## config.mk

```make
export PLATFORM = sky130hd
export DESIGN_NAME = mem_responder_32x8
export DESIGN_NICKNAME = d
export VERILOG_FILES = /design/src/rtl/mem_responder_32x8.sv
export SDC_FILE = /design/constraint.sdc
export NUM_CORES = 1
export LEC_CHECK = 0
export ABC_AREA = 1
export CAP_MARGIN = 40
export CORE_MARGIN = 1
export CORE_UTILIZATION = 55
export CTS_CLUSTER_SIZE = 20
export DETAILED_ROUTE_END_ITERATION = 7
export PLACE_DENSITY = 0.72
export SYNTH_ARGS = -nofsm -noshare
export SYNTH_HDL_FRONTEND = slang
export SYNTH_SLANG_ARGS = --single-unit
```

## constraint.sdc

```tcl
create_clock -name clock -period 2.8 [get_ports clock]
set_clock_uncertainty 0.15 [all_clocks]
set_input_delay 0.56 -clock clock [delete_from_list [all_inputs] [get_ports clock]]
set_output_delay 0.56 -clock clock [all_outputs]
set_load 0.01 [all_outputs]
```

## src/rtl/mem_responder_32x8.sv

```systemverilog
// rtl/mem_responder_32x8.sv - 32x8 synchronous RAM responder with per-word valid bitmap and clear sweep
//
// Ports:
//   clock    in   1       rising-edge clock
//   reset    in   1       asynchronous active-high reset
//   req      in   1       request strobe, sampled only while busy=0
//   wren     in   1       1 = write, 0 = read (qualified by req)
//   address  in   ADDR_W  word address (qualified by req)
//   data     in   DATA_W  write data (qualified by req & wren)
//   clr      in   1       start clear sweep, sampled only while busy=0; wins over req
//   q        out  DATA_W  read / write-through data, holds between acks
//   valid    out  1       valid bit of the last word accessed, holds between acks
//   ack      out  1       one-cycle completion pulse
//   busy     out  1       read or sweep in progress; new req/clr ignored
//   err      out  1       one-cycle pulse with ack for a rejected write
//
// Optional feature: define RAM_WP_EN for write-once protection. A write to a
// word whose valid bit is set is rejected (mem/vbit unchanged), the old value
// is read through on q, and ack+err pulse together. Without it err stays 0.

module mem_responder_32x8 #(
    parameter int ADDR_W = 5,
    parameter int DATA_W = 8
) (
    input  logic              clock,
    input  logic              reset,
    input  logic              req,
    input  logic              wren,
    input  logic [ADDR_W-1:0] address,
    input  logic [DATA_W-1:0] data,
    input  logic              clr,
    output logic [DATA_W-1:0] q,
    output logic              valid,
    output logic              ack,
    output logic              busy,
    output logic              err
);

    localparam int DEPTH = 2 ** ADDR_W;

    typedef enum logic [1:0] {
        IDLE  = 2'd0,
        READ  = 2'd1,
        CLEAR = 2'd2
    } state_t;

    state_t              state;
    logic [DATA_W-1:0]   mem [DEPTH];
    logic [DEPTH-1:0]    vbit;
    logic [ADDR_W-1:0]   rd_addr;
    logic [ADDR_W-1:0]   idx;

    logic                wr_block;
    logic                mem_we;
    logic [ADDR_W-1:0]   mem_waddr;
    logic [DATA_W-1:0]   mem_wdata;

`ifdef RAM_WP_EN
    // A word becomes read-only once written; only a sweep or reset frees it.
    assign wr_block = vbit[address];
`else
    assign wr_block = 1'b0;
`endif

    // Single RAM write port shared by host writes and the clear sweep.
    always_comb begin
        mem_we    = 1'b0;
        mem_waddr = address;
        mem_wdata = data;
        if (!reset) begin
            case (state)
                IDLE: begin
                    if (!clr && req && wren && !wr_block) begin
                        mem_we = 1'b1;
                    end
                end
                CLEAR: begin
                    mem_we    = 1'b1;
                    mem_waddr = idx;
                    mem_wdata = '0;
                end
                default: begin
                    mem_we = 1'b0;
                end
            endcase
        end
    end

    // RAM contents are not reset; the valid bitmap masks stale data.
    always_ff @(posedge clock) begin
        if (mem_we) begin
            mem[mem_waddr] <= mem_wdata;
        end
    end

    always_ff @(posedge clock or posedge reset) begin
        if (reset) begin
            state   <= IDLE;
            vbit    <= '0;
            rd_addr <= '0;
            idx     <= '0;
            q       <= '0;
            valid   <= 1'b0;
            ack     <= 1'b0;
            busy    <= 1'b0;
            err     <= 1'b0;
        end else begin
            ack <= 1'b0;
            err <= 1'b0;
            case (state)
                IDLE: begin
                    if (clr) begin
                        // A request in the same cycle is dropped without ack.
                        state <= CLEAR;
                        busy  <= 1'b1;
                        idx   <= '0;
                    end else if (req && wren) begin
                        ack   <= 1'b1;
                        valid <= 1'b1;
                        if (wr_block) begin
                            q   <= mem[address];
                            err <= 1'b1;
                        end else begin
                            q             <= data;
                            vbit[address] <= 1'b1;
                        end
                    end else if (req) begin
                        state   <= READ;
                        busy    <= 1'b1;
                        rd_addr <= address;
                    end
                end
                READ: begin
                    q     <= mem[rd_addr];
                    valid <= vbit[rd_addr];
                    ack   <= 1'b1;
                    busy  <= 1'b0;
                    state <= IDLE;
                end
                CLEAR: begin
                    vbit[idx] <= 1'b0;
                    // idx wraps naturally from DEPTH-1 back to 0.
                    idx       <= idx + 1'b1;
                    if (idx == ADDR_W'(DEPTH - 1)) begin
                        ack   <= 1'b1;
                        busy  <= 1'b0;
                        state <= IDLE;
                    end
                end
                default: begin
                    state <= IDLE;
                    busy  <= 1'b0;
                end
            endcase
        end
    end

endmodule

```

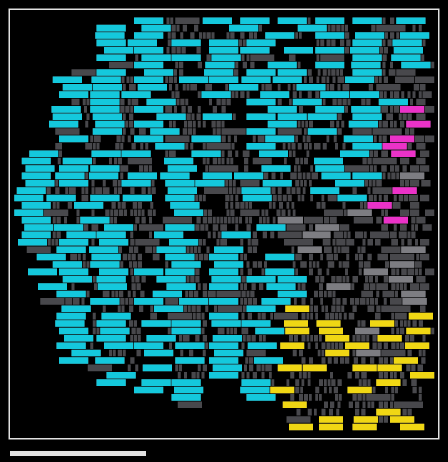
(run_1/ff_map.png)
Scale bar: 50 um. Other sequential cells in the stronger grey, the rest of the logic in the fainter grey.
| colour | name in the netlist | placed flops |
|---|---|---|
| cyan | mem | 256 |
| yellow | vbit | 32 |
| magenta | q | 8 |

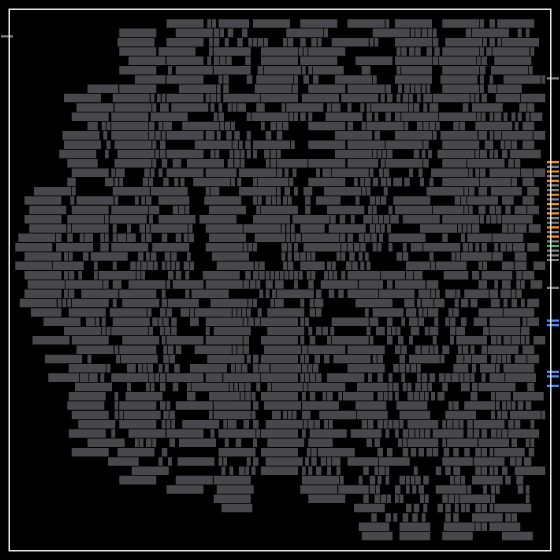
(run_1/pinout.png)
Pins as bars across the die edge, other pins in grey.
| colour | port | pins | direction | edge |
|---|---|---|---|---|
| blue | address | 5 | input | east |
| green | busy | 1 | output | east |
| orange | data | 8 | input | east |

==> run notes, run 1 <==
Implementation summary

The post-CTS resize count is 0. The analysis attributes to net switching a power of 6200 uW. The multi-input gate count is 838. The worst-case vdd ir drop is 697 uV. The final timing report lists a max-slew violation count of 0.

The number of cells reported by Yosys stat comes to 1273. TritonCTS built the clock tree. The most area-hungry cell type in the Yosys netlist is edfxtp_1. The clock-cell share of area is 7.12%. The final timing report derives a shortest allowable period of 2380 ps. Setup repair after global routing left no endpoint under its margin. The non-filler instance count after layout is 1679.

The fraction of standard cell area in multi-input logic is 24.2%. The report counts max-capacitance violations totalling 0. The routed via count is 9734. The sum of met2 wire segment lengths after detailed routing is 15600 um. The power report lists the sequential group at 6020 uW. STA classifies the critical path endpoint as a flop. In this run, the combinational gates consume 36.4% of the power. The floorplan core density is 56.4%. Of the total power, the clock network draws 27.0%. Compared with the post-synthesis result, the final layout area differs by 16.5%.

For this design the ratio of total power to cell area is 1060 nW/um2. Global route summary, busiest routing layer listed as met2. The routed wire length is 33800 um. Of all power groups, the one with the highest power is registers. The script reports the combined buffer and inverter count of the critical path as 4. The root buffer selected by CTS is clkbuf_16. The final setup violation count is 0.

Warnings raised by the tools during the run amount to 31. Per the OpenROAD floorplan log, the height of the die is 158 um. CTS saw 311 sinks. The largest incremental delay on the critical path is 390 ps.

Per the detail_route log, the uppermost layer with routed signals is met4. The most common logic cells in the final layout are 397 x nand2_1, 256 x edfxtp_1, 255 x nand3_1. The plain and repair buffers instantiated in the layout total 95.

Once detail routing completed, the nets flagged for antenna violations numbered 0. In the synthesized netlist, the number of instances is 1273. The clock-pin slew on the worst setup and hold paths is 70 ps. Yosys reports a chip area of 13300 um2.

The switching share of total power is 37.7%. In this run the mean area of a mapped cell was 10.5 um2. The largest cell class by area is flip-flops and latches. The placement summary gives the final routability congestion estimate as 0.911. The die area is 24900 um2. The start of the worst register-to-register path is state[1]$_DFFE_PP0P_. The count of clock-net buffers in the final layout is 37. The finished layout reports a core utilization of 65.7%. The post-route netlist has 11.5% of its cells at a drive strength greater than 1. At the end of the flow, the number of nets in the layout was 1358. The most frequent logic cell in the layout is nand2_1. The final standard cell area without fillers is 15500 um2. The met3 global-route usage is 3.72%. The number of global-route vias before repair was 9175. Before CTS, the worst setup slack after placement is -46.2 ps.

Per the detailed placement report, the placed cell area equals 14400 um2. After layout, the inverter instance count without clock inverters stands at 58. The remaining routing DRC violations is 0. The maximum number of buffers from clock root to sink is 3. The number of filler cells placed in the layout is 1774. The detailed-route wire length per cell is 20.1 um. The fraction of power consumed by sequential logic is 36.6%. In this run, distinct cell masters in the synthesized netlist total 29.

The register cell area after layout is 9070 um2. After layout the signal buffers, clock cells excluded, come to 6.18% of cell area. In the final layout, flip-flops and latches take up 58.4% of the cell area. Yosys mapped a number of flops with a built-in enable equal to 256. The net count after synthesis is 1296. The peak fanout along the critical path is 16.

The number of cell instances on the worst register-to-register path is 11. The setup path with the least slack is of type reg2reg. The area of the multi-input gates is 3760 um2.

In this run, the number of DRC markers left after iteration 0 of detailed routing was 1245. Per the synth stats, the proportion of register bits with asynchronous set or reset is 17.7%. The global route stage reports its total congestion overflow as 0. The endpoint of the lowest-slack register-to-register path is mem[12][6]$_DFFE_PP_. The internal power consumption is 10200 uW. The fraction of met1 tracks used by global routing is 39.5%. The number of antenna violations at the first check in global routing came to 0. The met2 global-route usage is 44.3%. The total clock network power is 4440 uW. The global-route wire length before repair is 51500 um. There are 311 flip-flops and latches.

The sequential area share after synthesis is 68.0%. The class of the tightest hold or removal check is reg2reg. According to the floorplan log, the row count is 56. Across all checked pins, the minimum headroom to the slew limit is 53.5%. The number of iterations in the first detailed-routing pass is 5. The clock reaches the later pin of the worst-skew pair after 560 ps. For the worst setup path, the data arrival time is 2510 ps. Entering global routing, the biggest net connects 129 pins. Setup total negative slack on the finished layout was measured at 0 ps. 0 antenna diodes ended up in the layout.

The horizontal die size is 158 um. In the synthesized netlist, the cells that appear most often are 397 x nand2_1, 256 x edfxtp_1, 255 x nand3_1. The placed wire-length estimate is 20900 um.

After synthesis the netlist holds a flip-flop and latch count of 311. The number of hold buffers added after CTS is 0. Counting instances, the worst hold path has a depth of 2. Counting the buffers created by CTS gives 31. The count of synthesis-stage warnings from yosys is 0. Across every metal layer, demand over resource in global routing totals 27.9%.

The beginning of the critical path is state[1]$_DFFE_PP0P_. The total power of the final layout is 16400 uW. The worst setup path is launched from a flop.

The share of the clock period used by the worst path after layout is 85.2%. The run finished with clean final reports. The floorplan step defined a core boundary enclosing 23600 um2.

The count of endpoints failing hold in the final timing report is 0. The cell count along the critical path is 11. The area share of the largest cell type after synthesis is 57.7%.

The most prevalent standard cell on the critical path is nor2_1. The cell count after placement is 1621. The OpenROAD report gives the critical path a required time of 2920 ps.

In this run the tool buffered the top-level ports with 28 buffer cells. Per STA, the endpoint of the critical path is mem[12][6]$_DFFE_PP_. Per the detail_route report, vias per standard cell equal 5.80. The number of top-level pins is 30.

Hold is met by 355 ps. The endpoint of the worst hold path is reported as busy$_DFFE_PP0P_. Before any placement, the netlist area is recorded as 13300 um2. CTS built an H-tree with a depth of 1.

By instance count, the leading cell after synthesis is nand2_1. The actual slew at the worst max-slew pin is 696 ps. The final worst slack is 415 ps.

The leakage power summed over all cells is 0.00602 uW. The critical-path cell with the highest stage delay is dfrtp_1. The routed wirelength on the met1 layer is recorded as 13800 um. Across all register-to-register paths, the minimum setup slack is 420 ps. Looking at hold timing, the worst path starts from busy$_DFFE_PP0P_. The combinational gate power is 5980 uW. The critical path's top delay family is simple AND/OR/NAND/NOR gates. The flow inserted 319 tap cells.

Post-synth the commonest register cell is edfxtp_1. The main area contributors are edfxtp_1 58%, nand2_1 11%, dfrtp_1 10%, nand3_1 9.6%, o21ai_0 3.3%. The report lists the cells along the critical path as inv_2 -> nor2_4 -> inv_4 -> nor2_8 -> or2_2 -> o21ai_2 -> inv_1 -> nor2_1 -> nand2_1 -> nor2_1 -> buf_4. The highest clock rate this design can be run at is 419 MHz.

The routed wire length on met3 is 3270 um. Looking at the post-CTS report, the setup buffer insertion count equals 0.
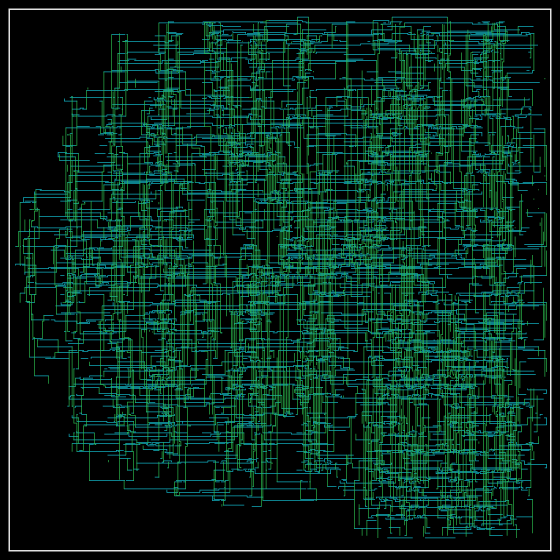
(run_1/layers.png)
Two of the layers only.
| colour | layer | wire length |
|---|---|---|
| cyan | M1 | 13800 um |
| green | M2 | 15600 um |

## run 1: kinds of logic (layout without fill, tap and decap cells)
group	count (synthesis)	count (layout)	synth area share, %
compound gates	100	100	3.97
fa+ha+maj	5	5	0.470
buf+inv	124	211	3.89
flops	311	311	68.0
other cells	1	1	0.0281
simple gates	732	732	23.6
## run 1: state kept, by name, indices dropped and copies added, names as in the netlist
signal and count:
q 8, state 2, ack 1, busy 1
valid 1, rd_addr 5, mem 256, idx 5
vbit 32
## run 1: worst reg2reg max path: cells and delay by family (launching register included)
| family | cells | cell delay (ps) |
|---|---|---|
| AND-OR/OR-AND | 1 | 110 |
| AND/OR/NAND/NOR | 6 | 890 |
| flip-flops | 1 | 390 |
| buffers and inverters | 4 | 560 |
==> run 2: changes to the inputs <==
--- a/config.mk
+++ b/config.mk
@@ -7,6 +7,7 @@
 export LEC_CHECK = 0
 export ABC_AREA = 1
 export CAP_MARGIN = 40
+export CORE_ASPECT_RATIO = 0.6
 export CORE_MARGIN = 1
 export CORE_UTILIZATION = 55
 export CTS_CLUSTER_SIZE = 20
==> run 2 against run 1 <==
  * Hold slack got worse by 9.6 ps
  * Synthesized cell count did not move
  * Die size hardly changed
  * Combinational power up 0.8%
  * Critical path type unchanged
  * Worst setup slack got worse by 97 ps
  * Wire length up 4.2%
  * Count of clock-buffer cells in the layout is the same
  * Synthesized area did not move
  * Clock power is 15% lower
  * Critical endpoint is now mem[3][1]$_DFFE_PP_
  * Via count up 1.8%
  * Sequential cell count unchanged
  * First-iteration DRC count rose by 9.6%
==> run notes, run 2 <==
Implementation summary

The buffer-and-inverter tally for the worst setup path is 2 (-2). The internal power consumption is 9570 uW (-6.5%). The worst-case vdd ir drop came to 767 uV (+10%). The number of ordinary inverters in the final layout was 58 (unchanged). The total clock network power is 3760 uW (-15%). The proportion of layout cells with a drive suffix above 1 was 11.2% (-0.35 points).

The area share of the largest cell type after synthesis is 57.7% (unchanged). The clock-pin slew on the worst setup and hold paths came to 70 ps (about the same). The standard cell area after detailed placement is 14400 um2 (unchanged). The cell area power density is 1040 nW/um2 (-2.1%).

The number of top-level pins is 30 (unchanged). The part of the total power dissipated in the clock network is 23.7% (-3.3 points). The post-CTS resize count came to 0 (unchanged). The number of cell instances on the worst register-to-register path is 8 (-3). The area fraction in compound gates was 3.97% (unchanged).

The maximum number of buffers from clock root to sink is 3 (unchanged). The library cell with the highest instance count after synthesis is nand2_1. The synthesis run identifies the leading combinational cell family as simple AND/OR/NAND/NOR gates. The clock insertion delay at the later pin of the skew report was 560 ps (about the same). The most used flip-flop cell after synthesis is edfxtp_1. The row count is 43 (-23%). The floorplan core density is 56.9% (+0.50 points).

The multi-input gate count is 838 (unchanged). The fraction of area in non-clock buffers came to 6.29% (+0.12 points). The number of global-route vias before repair is 9336 (+1.8%).

The combinational gate power is 6030 uW (+0.8%). The area inside the core boundary came to 23400 um2 (-0.88%). Walking the worst path, the cells encountered are inv_2 -> nand2_1 -> nor2_1 -> nand3_1 -> a21oi_2 -> nand3_2 -> nor2_1 -> buf_4. The final count of pins violating max slew is 0 (unchanged). The number of distinct standard cells referenced by the synthesized netlist was 29 (unchanged). The remaining routing DRC violations is 0 (unchanged). The sum of negative setup slack came to 0 ps (unchanged). On the critical path, the stage with the largest delay is an instance of dfrtp_1. The number of antenna violations at the first check in global routing came to 2 (+2).

The via density per instance is 5.92 (+2.1%). The count of sequential standard cells is 311 (unchanged). The fraction of standard cell area in multi-input logic is 24.6% (+0.33 points). The timing-limited maximum frequency is 403 MHz (-3.9%). The clock-cell share of area is 5.84% (-1.3 points). The combinational power share is 38.0% (+1.6 points). The class of the tightest hold or removal check is reg2reg. The number of warnings the tools reported is 29 (-6.5%). The share of cell area taken by muxes after synthesis is 0% (unchanged). Among cell families on the critical path, the largest total delay comes from simple AND/OR/NAND/NOR gates. The leakage power summed over all cells is 0.00592 uW (-1.5%). The number of filler cells placed in the layout is 1784 (+0.56%). The flow ran to the end, and the final reports show no timing, DRC or antenna violations. The sequential cell area share was 59.2% (+0.79 points). The end point of the critical path is mem[3][1]$_DFFE_PP_. The count of mapped cells out of synthesis came to 1273 (unchanged).

The pin count of the biggest net entering global routing came to 64 (-50%). The critical path is of the reg2reg type. The switching share of total power came to 39.7% (+2.0 points). The fraction of registers with async set or reset after synthesis is 17.7% (unchanged).

The share of the clock period used by the worst path after layout came to 88.6% (+3.5 points). The post-synth design cell area is 13300 um2 (unchanged). The horizontal die size was 203 um (+29%). Sorting the synthesized cells by how often they occur yields 397 x nand2_1, 256 x edfxtp_1, 255 x nand3_1. Among the stages of the critical path, the cell type that occurs most often is nor2_1.

The final weighted congestion in routability-driven placement is 0.950 (+4.4%). The total net switching power is 6310 uW (+1.7%). The beginning of the worst hold path is busy$_DFFE_PP0P_. Among logic cells in the layout, the one with the most instances is nand2_1. The peak fanout along the critical path came to 8 (-8). The die area was 24900 um2 (about the same). The post-synth tally of flip-flops with integrated enable is 256 (unchanged). The final global-route overflow total is 0 (unchanged). The vertical die size is 123 um (-22%).

The most area-hungry cell type in the Yosys netlist is edfxtp_1. The biggest slice of the total power is consumed by registers. The synthesized area divided by synthesized cell count is 10.5 um2 (unchanged). The antenna violation net count after detailed routing is 0 (unchanged). The routed wire length is 35200 um (+4.2%).

The number of DRC markers after the initial detailed-route iteration is 1364 (+9.6%). The actual slew at the worst max-slew pin is 761 ps (+65.3 ps). The worst setup path is launched from a flop. The endpoint required time on the critical path is 2930 ps (about the same).

The yosys synthesis chip area is 13300 um2 (unchanged). The fraction of the mapped netlist area in simple logic gates was 23.6% (unchanged). In the final layout, the registers with the most flip-flops are mem: 256 flops, vbit: 32 flops, q: 8 flops.

The buffer count excluding the clock tree in the final layout was 99 (+4.2%). TritonCTS built the clock tree. The post-synthesis to final-layout area growth is 14.9%. The fraction of power consumed by sequential logic is 38.3% (+1.7 points).

The count of synthesis-stage warnings from yosys is 0 (unchanged). The number of max-capacitance violations reported was 0 (unchanged). The cell group occupying the most layout area is flip-flops and latches. The final setup violation count is 0 (unchanged).

The global-route wire length before repair was 54700 um (+6.2%). Looking at the hold checks, the worst path lands on busy$_DFFE_PP0P_. The endpoint of the lowest-slack register-to-register path is mem[3][1]$_DFFE_PP_.

The final standard cell area without fillers is 15300 um2 (-1.3%). The area of the multi-input gates is 3760 um2 (unchanged). The number of cells traversed by the worst hold path is 2 (unchanged).

The data arrival at the endpoint of the critical path was 2610 ps (+100 ps). The well-tap cell count is 315 (-1.3%). The largest register by flop count is mem.

The worst hold slack was 345 ps (-9.55 ps). The clock period minus final worst setup slack was 2480 ps (+96.7 ps). The number of antenna diodes is 1 (+1).

The largest incremental delay on the critical path is 410 ps (+20 ps). Setup repair after global routing left no endpoint under its margin. The number of iterations in the first detailed-routing pass is 5 (unchanged). The cell count along the critical path is 8 (-3). The worst max-slew margin expressed relative to the limit came to 49.2% (-4.3 points).

The adder and majority gate portion of the synthesized area came to 0.470% (unchanged). The number of cells in the yosys synthesis report is 1273 (unchanged). The sequential area share after synthesis came to 68.0% (unchanged). The detailed-route wire length per cell came to 21.0 um (+4.5%). The number of CTS-inserted buffers came to 28 (-9.7%).

The register cell area after layout is 9070 um2 (unchanged). The beginning of the critical path is state[0]$_DFFE_PP0P_. The total global-route track usage was 29.7% (+1.8 points). The xor/xnor cell area share of the yosys netlist is 0% (unchanged). The library cells used most frequently in the layout, excluding fill and tap cells, are 397 x nand2_1, 256 x edfxtp_1, 255 x nand3_1. The tally of buffers added on design ports is 28 (unchanged). The launch point of the worst register-to-register path is recorded as state[0]$_DFFE_PP0P_. By area the synthesized netlist is led by edfxtp_1 58%, nand2_1 11%, dfrtp_1 10%, nand3_1 9.6%, o21ai_0 3.3%. The placed wire-length estimate came to 22800 um (+8.8%). The number of register bits inferred by synthesis is 311 (unchanged). The root buffer selected by CTS is clkbuf_16. The number of sinks handled by clock tree synthesis is 311 (unchanged). The sequential power came to 6090 uW (+1%). The count of endpoints failing hold in the final timing report is 0 (unchanged). The number of nets in the finished design is 1359 (+0.074%).

The CTS H-tree depth is 1 (unchanged). The number of buffers inserted by post-CTS setup repair came to 0 (unchanged). The routed via count is 9912 (+1.8%). The number of hold buffers added after CTS is 0 (unchanged). The count of clock-net buffers in the final layout is 37 (unchanged).

The net count after synthesis is 1296 (unchanged). The setup slack on the worst flop-to-flop path came to 320 ps (-100 ps). The element type at the critical path end is a flop.
-- run 2: cell types whose count changed in the layout (fill, tap and decap cells not counted), sizes merged --
cell / change
bufinv: -5
buf: +4
diode: +1
inv: -1
-- run 2: routing by layer --
| metal | track usage (%) | part of all wire (%) | vias to the layer above |
|---|---|---|---|
| met2 | 39.8 | 40 | 580 |
| met4 | 6.81 | 1.6 | 0 |
| met1 | 46.6 | 45 | 4784 |
| met3 | 9.32 | 13 | 49 |
| li1 | - | - | 4499 |
| met5 | 0 | 0 | - |
-- run 2: through the flow --
stage                     setup WS, ps  utilization (%)  total power [uW]  cells
final                              319             65.4             15900   1674
after global placement           -91.3             61.6             11900   1621
after detailed placement          -124             61.6             12000   1621
after CTS                          340             65.4             15700   1673
after floorplan                    522                -              9810   1273
after global routing               158             65.4             16700   1673
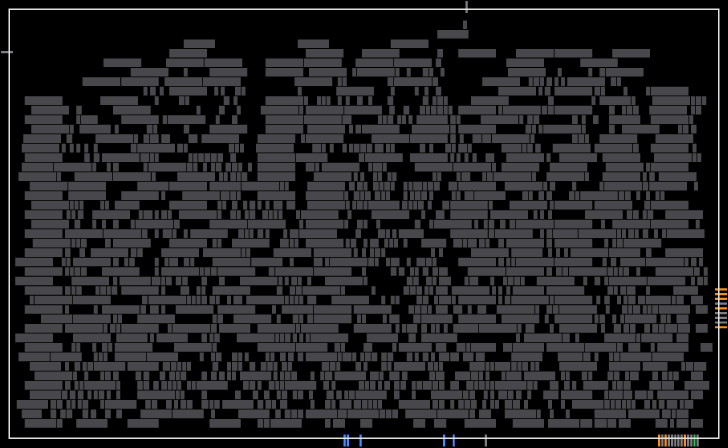
(run_2/pinout.png)
Pins as bars across the die edge, other pins in grey.
| colour | port | pins | direction | edge |
|---|---|---|---|---|
| orange | data | 8 | input | 5 east, 3 south |
| green | busy | 1 | output | south |
| blue | address | 5 | input | south |
all pins by edge: 19 south, 9 east, 1 west, 1 north

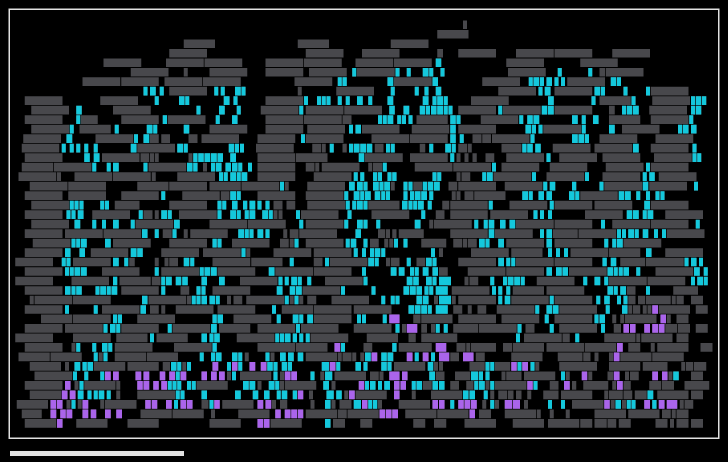
(run_2/gates.png)
Scale bar: 50 um.
| colour | family | cells | most used | where |
|---|---|---|---|---|
| cyan | nand cells | 661 | nand2_1 | all over the die |
| purple | aoi and oai cells | 100 | o21ai_0 | a horizontal strip, bottom |

==> run 3: changes to the inputs <==
--- a/config.mk
+++ b/config.mk
@@ -12,6 +12,7 @@
 export CORE_UTILIZATION = 55
 export CTS_CLUSTER_SIZE = 20
 export DETAILED_ROUTE_END_ITERATION = 7
+export HOLD_SLACK_MARGIN = 0.12
 export PLACE_DENSITY = 0.72
 export SYNTH_ARGS = -nofsm -noshare
 export SYNTH_HDL_FRONTEND = slang
==> run 3 against run 2 <==
  * Largest power group unchanged
  * Critical endpoint unchanged
  * Cell count did not move
  * Sequential power about the same
  * Non-clock buffer count unchanged
  * Critical path depth is the same
  * Critical path type unchanged
  * Largest cell class unchanged
  * Hold slack did not move
==> run notes, run 3 <==
Implementation summary

The post-synth tally of flip-flops with integrated enable was 256 (unchanged). The net count after synthesis is 1296 (unchanged). The global-route wire length before repair is 54700 um (unchanged). The largest cell class by area is flip-flops and latches.

The worst hold path endpoint is busy$_DFFE_PP0P_. The post-CTS resize count is 0 (unchanged). The part of the total power dissipated in the clock network was 23.7% (about the same). The fraction of power consumed by sequential logic came to 38.3% (about the same). The floorplan core density was 56.9% (unchanged). The cell count along the critical path is 8 (unchanged). The post-synth design cell area is 13300 um2 (unchanged). The peak fanout along the critical path came to 8 (unchanged). The startpoint type of the worst setup path is a flop. The fraction of area in non-clock buffers was 6.29% (unchanged). The actual slew at the worst max-slew pin came to 761 ps (unchanged).

The beginning of the worst hold path is busy$_DFFE_PP0P_. The number of filler cells placed in the layout is 1784 (unchanged). The antenna violation net count after detailed routing is 0 (unchanged). The fraction of standard cell area in multi-input logic is 24.6% (unchanged). The detailed-route wire length per cell was 21.0 um (unchanged).

The clock-cell share of area is 5.84% (unchanged). The fraction of met1 tracks used by global routing is 46.6% (unchanged). The endpoint required time on the critical path is 2930 ps (about the same). The sequential power came to 6090 uW (about the same). The horizontal die size came to 203 um (unchanged). The end point of the critical path is mem[3][1]$_DFFE_PP_. The final worst slack is 319 ps (unchanged). The total global-route track usage is 29.7% (unchanged). The met2 global-route usage came to 39.8% (unchanged). The cell area power density is 1040 nW/um2 (unchanged). The largest registers in the layout are mem: 256 flops, vbit: 32 flops, q: 8 flops.

The number of max-capacitance violations reported is 0 (unchanged). The count of clock-net buffers in the final layout is 37 (unchanged). The final setup violation count is 0 (unchanged). The tally of buffers added on design ports is 28 (unchanged).

The routed wire length is 35200 um (unchanged). The number of sinks handled by clock tree synthesis came to 311 (unchanged). The number of distinct standard cells referenced by the synthesized netlist is 29 (unchanged). The remaining routing DRC violations is 0 (unchanged). The routed via count was 9912 (unchanged). The setup slack on the worst flop-to-flop path is 320 ps (about the same).

The number of antenna diodes is 1 (unchanged). The fraction of registers with async set or reset after synthesis is 17.7% (unchanged). The number of antenna violations at the first check in global routing is 2 (unchanged).

The number of buffers inserted by post-CTS setup repair is 0 (unchanged). The main area contributors are edfxtp_1 58%, nand2_1 11%, dfrtp_1 10%, nand3_1 9.6%, o21ai_0 3.3%. The data arrival at the endpoint of the critical path is 2610 ps (about the same). The sum of met2 wire segment lengths after detailed routing is 14100 um (unchanged). The met3 global-route usage came to 9.32% (unchanged).

The endpoint of the lowest-slack register-to-register path is mem[3][1]$_DFFE_PP_. The placed wire-length estimate is 22800 um (unchanged). The number of cell instances on the worst register-to-register path is 8 (unchanged).

The CTS H-tree depth is 1 (unchanged). The sequential area share after synthesis is 68.0% (unchanged). The switching share of total power came to 39.7% (unchanged). The final weighted congestion in routability-driven placement is 0.950 (unchanged).

The yosys synthesis chip area is 13300 um2 (unchanged). The share of the clock period used by the worst path after layout came to 88.6% (unchanged). The total power of the final layout is 15900 uW (unchanged).

The type of the setup path with the least slack is reg2reg. Per the CTS log, the root buffer master is clkbuf_16. The buffer-and-inverter tally for the worst setup path came to 2 (unchanged).

The multi-input gate count was 838 (unchanged). The worst max-slew margin expressed relative to the limit is 49.2% (unchanged). The count of mapped cells out of synthesis was 1273 (unchanged). The most frequent logic cell in the layout is nand2_1.

The most area-hungry cell type in the Yosys netlist is edfxtp_1. The proportion of layout cells with a drive suffix above 1 is 11.2% (unchanged). The total clock network power came to 3760 uW (about the same).

The worst-case vdd ir drop came to 767 uV (unchanged). The clock insertion delay at the later pin of the skew report is 560 ps (about the same). The final global-route overflow total is 0 (unchanged).

The area of the multi-input gates came to 3760 um2 (unchanged). Ranked by instance count, the synthesized netlist is headed by 397 x nand2_1, 256 x edfxtp_1, 255 x nand3_1. The row count came to 43 (unchanged). The number of hold buffers added after CTS was 0 (unchanged). The die area is 24900 um2 (unchanged). The number of global-route vias before repair was 9336 (unchanged). The combinational gate power is 6030 uW (about the same).

The area share of the largest cell type after synthesis came to 57.7% (unchanged). The pre-CTS setup slack came to -124 ps (unchanged). The run finished with clean final reports.

The critical path's top delay family is simple AND/OR/NAND/NOR gates. The total net switching power is 6310 uW (unchanged). The area inside the core boundary is 23400 um2 (unchanged). Traced cell by cell, the critical path runs through inv_2 -> nand2_1 -> nor2_1 -> nand3_1 -> a21oi_2 -> nand3_2 -> nor2_1 -> buf_4.

The leading register cell type out of synthesis is edfxtp_1. The routed wire length on met3 was 4700 um (unchanged). Looking at the global route congestion table, the highest-usage layer is met1.

The number of ordinary inverters in the final layout is 58 (unchanged). The uppermost metal layer occupied by signal nets is met4. The number of CTS-inserted buffers was 28 (unchanged). The vertical die size is 123 um (unchanged).

The number of DRC markers after the initial detailed-route iteration was 1364 (unchanged). The number of cells in the yosys synthesis report is 1273 (unchanged). The well-tap cell count came to 315 (unchanged). The largest incremental delay on the critical path is 410 ps (about the same). The via density per instance is 5.92 (unchanged). The cell that appears most often on the critical path is nor2_1.

The library cell with the highest instance count after synthesis is nand2_1. The register with the most flip-flops in the final layout is mem. The synthesized area divided by synthesized cell count is 10.5 um2 (unchanged).

The number of cells traversed by the worst hold path is 2 (unchanged). The final count of pins violating max slew came to 0 (unchanged). The buffer count excluding the clock tree in the final layout is 99 (unchanged). The combinational power share was 38.0% (about the same). The number of register bits inferred by synthesis is 311 (unchanged).

The post-synthesis to final-layout area growth is 14.9% (unchanged). The timing-limited maximum frequency is 403 MHz (unchanged). The sum of routed wire segments on met1 came to 15900 um (unchanged). The start of the worst register-to-register path is state[0]$_DFFE_PP0P_.

The number of warnings the tools reported came to 29 (unchanged). The leakage power summed over all cells is 0.00592 uW (unchanged). The cell count after placement is 1621 (unchanged). The largest power group is registers.
[run 3: cell counts in the layout (fill, tap and decap cells not counted)]
Identical to the previous run, type by type.
[run 3: per-stage QoR]
| step | cell area (um2) | setup TNS (ps) | util (%) | hold WS (ps) |
|---|---|---|---|---|
| floorplan | 13300 | 0 | - | 315 |
| global placement | 14400 | -5490 | 61.6 | 318 |
| detailed placement | 14400 | -15590 | 61.6 | 330 |
| CTS | 15300 | 0 | 65.4 | 346 |
| global route | 15300 | 0 | 65.4 | 382 |
| finish | 15300 | 0 | 65.4 | 345 |
[run 3: kinds of logic (layout without fill, tap and decap cells)]
kind of cell,after synthesis,after routing,share of synthesized area [%]
flops,311,311,68.0
compound gates,100,100,3.97
fa+ha+maj,5,5,0.470
other cells,1,2,0.0281
simple gates,732,732,23.6
buf+inv,124,209,3.89
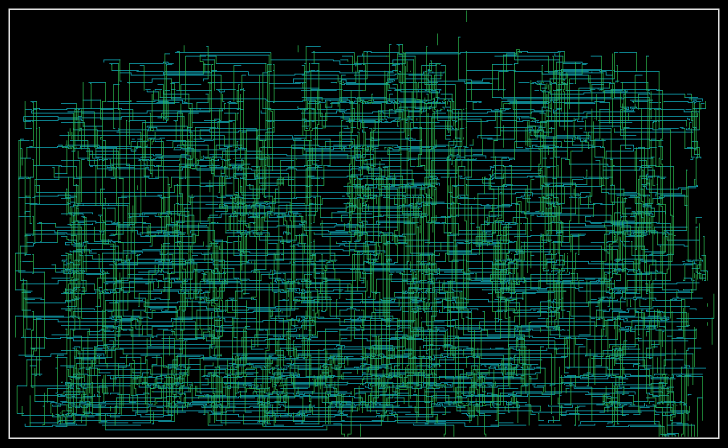
(run_3/layers.png)
Two of the layers only.
| colour | layer | wire length |
|---|---|---|
| cyan | M1 | 15900 um |
| green | M2 | 14100 um |

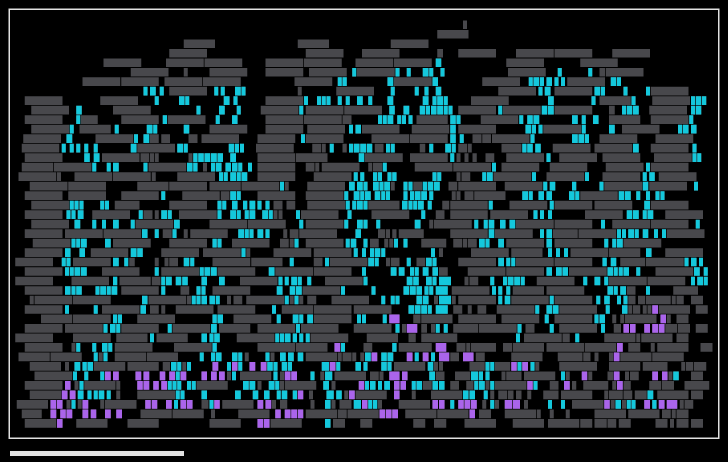
(run_3/gates.png)
Scale bar: 50 um.
| colour | family | cells | most used | where |
|---|---|---|---|---|
| purple | aoi and oai cells | 100 | o21ai_0 | a horizontal strip, bottom |
| cyan | nand cells | 661 | nand2_1 | all over the die |

No activity file was given, so power comes from the tool's default toggle rates.
